--- src/rtl/fb_draw_sequencer.sv ---
// fb_draw_sequencer: frame-level controller between the DataGen pixel
// generator and a single-port frame buffer. It clears the buffer to a
// background colour, kicks DataGen with a start pulse, forwards DataGen's
// pixel writes as linear-address frame-buffer writes, and drops pixels that
// fall outside the visible area.
//
// Pixel handshake (valid/ready): a pixel transfers in a cycle where both
// i_px_valid and o_px_ready are high. o_px_ready does not depend on
// i_px_valid. DataGen may hold or change its pixel freely while ready is low;
// once it raises valid it keeps the pixel stable until the transfer cycle.
// An accepted in-range pixel shows up on the frame-buffer port exactly one
// cycle later; an accepted out-of-range pixel only bumps o_drop_cnt.
module fb_draw_sequencer #(
  parameter int H_RES          = 320,
  parameter int V_RES          = 240,
  parameter int ADDR_W         = 17,
  parameter int DATA_W         = 6,
  parameter bit CLEAR_ON_RESET = 1'b1
) (
  input  logic              i_clk,
  input  logic              i_rst,
  input  logic              i_clear,
  input  logic              i_redraw,
  input  logic [DATA_W-1:0] i_bg_color,
  input  logic              i_px_valid,
  input  logic [8:0]        i_px_x,
  input  logic [7:0]        i_px_y,
  input  logic [DATA_W-1:0] i_px_data,
  output logic              o_px_ready,
  input  logic              i_gen_done,
  output logic              o_gen_start,
  output logic              o_fb_we,
  output logic [ADDR_W-1:0] o_fb_addr,
  output logic [DATA_W-1:0] o_fb_data,
  output logic              o_busy,
  output logic              o_frame_done,
  output logic [7:0]        o_drop_cnt,
  output logic [1:0]        dbg_state
);

  typedef enum logic [1:0] {
    ST_IDLE  = 2'd0,
    ST_CLEAR = 2'd1,
    ST_START = 2'd2,
    ST_DRAW  = 2'd3
  } state_t;

  // Last linear address of the visible frame; the clear sweep stops here.
  localparam logic [ADDR_W-1:0] CLR_LAST = ADDR_W'(H_RES * V_RES - 1);

  state_t              state;
  state_t              state_nx;

  logic [ADDR_W-1:0]   clr_cnt;
  logic [DATA_W-1:0]   bg_q;
  // Set by reset so the colour present on the first clock after release is
  // used directly and captured, without an extra setup cycle.
  logic                bg_pend;
  logic [DATA_W-1:0]   bg_eff;

  logic                pix_take;
  logic                pix_in_range;
  logic [ADDR_W-1:0]   pix_addr;

  logic                fb_we_nx;
  logic [ADDR_W-1:0]   fb_addr_nx;
  logic [DATA_W-1:0]   fb_data_nx;
  logic                gen_start_nx;
  logic                busy_nx;
  logic                frame_done_nx;
  logic [7:0]          drop_nx;

  assign dbg_state = state;

  // Pixels are taken in DRAW and IDLE, but never in a cycle that requests a
  // clear, so nothing gets written on top of the upcoming clear sweep.
  assign o_px_ready   = ((state == ST_DRAW) || (state == ST_IDLE)) && !i_clear;
  assign pix_take     = i_px_valid && o_px_ready;
  assign pix_in_range = (32'(i_px_x) < H_RES) && (32'(i_px_y) < V_RES);
  assign pix_addr     = ADDR_W'(i_px_y) * ADDR_W'(H_RES) + ADDR_W'(i_px_x);
  assign bg_eff       = bg_pend ? i_bg_color : bg_q;

  // State register.
  always_ff @(posedge i_clk or negedge i_rst) begin
    if (!i_rst) begin
      if (CLEAR_ON_RESET) state <= ST_CLEAR;
      else                state <= ST_IDLE;
    end else begin
      state <= state_nx;
    end
  end

  // Next-state logic: clear beats redraw and gen_done; a clear in progress
  // always runs to completion.
  always_comb begin
    state_nx = state;
    case (state)
      ST_CLEAR: begin
        if (clr_cnt == CLR_LAST) state_nx = ST_START;
      end
      ST_START: begin
        state_nx = ST_DRAW;
      end
      ST_DRAW: begin
        if (i_clear)         state_nx = ST_CLEAR;
        else if (i_gen_done) state_nx = ST_IDLE;
      end
      ST_IDLE: begin
        if (i_clear)       state_nx = ST_CLEAR;
        else if (i_redraw) state_nx = ST_START;
      end
      default: state_nx = ST_IDLE;
    endcase
  end

  // Output logic: the values every registered output takes at the next edge.
  always_comb begin
    fb_we_nx      = 1'b0;
    fb_addr_nx    = o_fb_addr;
    fb_data_nx    = o_fb_data;
    gen_start_nx  = 1'b0;
    frame_done_nx = 1'b0;
    drop_nx       = o_drop_cnt;
    busy_nx       = (state_nx != ST_IDLE);
    case (state)
      ST_CLEAR: begin
        fb_we_nx   = 1'b1;
        fb_addr_nx = clr_cnt;
        fb_data_nx = bg_eff;
      end
      ST_START: begin
        gen_start_nx = 1'b1;
      end
      ST_DRAW, ST_IDLE: begin
        if (pix_take) begin
          if (pix_in_range) begin
            fb_we_nx   = 1'b1;
            fb_addr_nx = pix_addr;
            fb_data_nx = i_px_data;
          end else if (o_drop_cnt != 8'hFF) begin
            drop_nx = o_drop_cnt + 8'd1;
          end
        end
        if ((state == ST_DRAW) && i_gen_done && !i_clear) frame_done_nx = 1'b1;
      end
      default: ;
    endcase
  end

  // Registered outputs.
  always_ff @(posedge i_clk or negedge i_rst) begin
    if (!i_rst) begin
      o_fb_we      <= 1'b0;
      o_fb_addr    <= '0;
      o_fb_data    <= '0;
      o_gen_start  <= 1'b0;
      o_busy       <= 1'b0;
      o_frame_done <= 1'b0;
      o_drop_cnt   <= '0;
    end else begin
      o_fb_we      <= fb_we_nx;
      o_fb_addr    <= fb_addr_nx;
      o_fb_data    <= fb_data_nx;
      o_gen_start  <= gen_start_nx;
      o_busy       <= busy_nx;
      o_frame_done <= frame_done_nx;
      o_drop_cnt   <= drop_nx;
    end
  end

  // Clear address counter and background-colour latch.
  always_ff @(posedge i_clk or negedge i_rst) begin
    if (!i_rst) begin
      clr_cnt <= '0;
      bg_q    <= '0;
      bg_pend <= 1'b1;
    end else begin
      if ((state == ST_CLEAR) && (clr_cnt != CLR_LAST)) clr_cnt <= clr_cnt + ADDR_W'(1);
      else                                              clr_cnt <= '0;
      if (bg_pend || ((state != ST_CLEAR) && (state_nx == ST_CLEAR))) begin
        bg_q    <= i_bg_color;
        bg_pend <= 1'b0;
      end
    end
  end

endmodule

--- config.mk ---
export PLATFORM = sky130hd
export DESIGN_NAME = fb_draw_sequencer
export DESIGN_NICKNAME = d
export VERILOG_FILES = /design/src/rtl/fb_draw_sequencer.sv
export SDC_FILE = /design/constraint.sdc
export NUM_CORES = 1
export LEC_CHECK = 0
export CORE_AREA = 2 2 90 92
export CTS_CLUSTER_DIAMETER = 150
export DETAILED_ROUTE_END_ITERATION = 6
export DIE_AREA = 0 0 92 94
export GPL_TIMING_DRIVEN = 0
export PLACE_DENSITY = 0.72
export SETUP_SLACK_MARGIN = 0.02
export SLEW_MARGIN = 5
export SYNTH_ARGS = -nofsm -noshare
export SYNTH_HDL_FRONTEND = slang
export SYNTH_SLANG_ARGS = --single-unit
--- constraint.sdc ---
create_clock -name i_clk -period 2.5 [get_ports i_clk]
set_input_delay 0.375 -clock i_clk [delete_from_list [all_inputs] [get_ports i_clk]]
set_output_delay 0.375 -clock i_clk [all_outputs]
set_load 0.05 [all_outputs]
gates.png
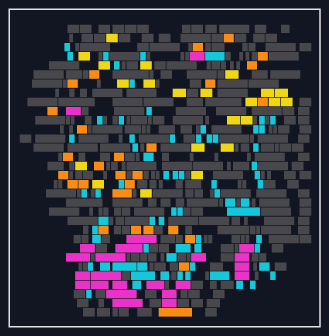
colour	family	cells
orange	xor and xnor cells	28
magenta	fa/ha/maj cells	23
cyan	aoi and oai cells	68
yellow	mux cells	22

==> results.toml <==
# implementation run metrics
[yosys]
synthMuxAreaShare = 0.0668
ys_types = 49
ys_sh_adder = 0.0884

[setup_path]
r2r_cells = 9
slowest_stage = "dfstp_2"
cp_data_arrival_time_ps = 2620

[finish]
buffer_area_frac = 0.182
largest_cell_class = "multi-input combinational cells"
buffers_excl_clock = 97
num-multi-input-gates = 265
clk_share = 0.0542

[clocking]
post-cts-setup-buffer-count = 9

[power_and_ir_drop]
power_uw = 2610
clk-power_uw = 1160
power_leader = "clock"
ir_drop_mv = 0.405

[min_path]
hp-class = "input port to asynchronous set/reset pin"

[drt]
wl_met3_um = 275

[die]
die_h_um = 94

[outcome]
status = "complete, no violations"

[placement]
place_ws_ps = -717
io_buffer_count = 72

[final_timing]
max_freq_mhz = 418
ff_map.png
Other sequential cells in the stronger grey, the rest of the logic in the fainter grey.
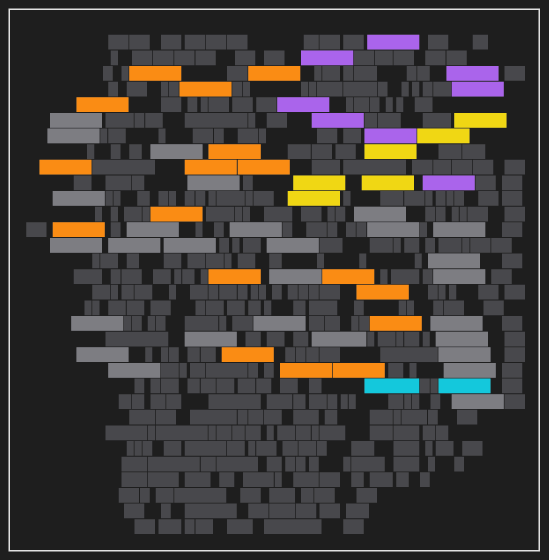
colour	signal	flops
cyan	dbg_state	2
yellow	bg_q	6
orange	o_fb_addr	17
purple	o_drop_cnt	8
fin util: 0.634
sequential share of cell area: 0.317
seq pwr: 1020 uW

No activity file was given, so power comes from the tool's default toggle rates.
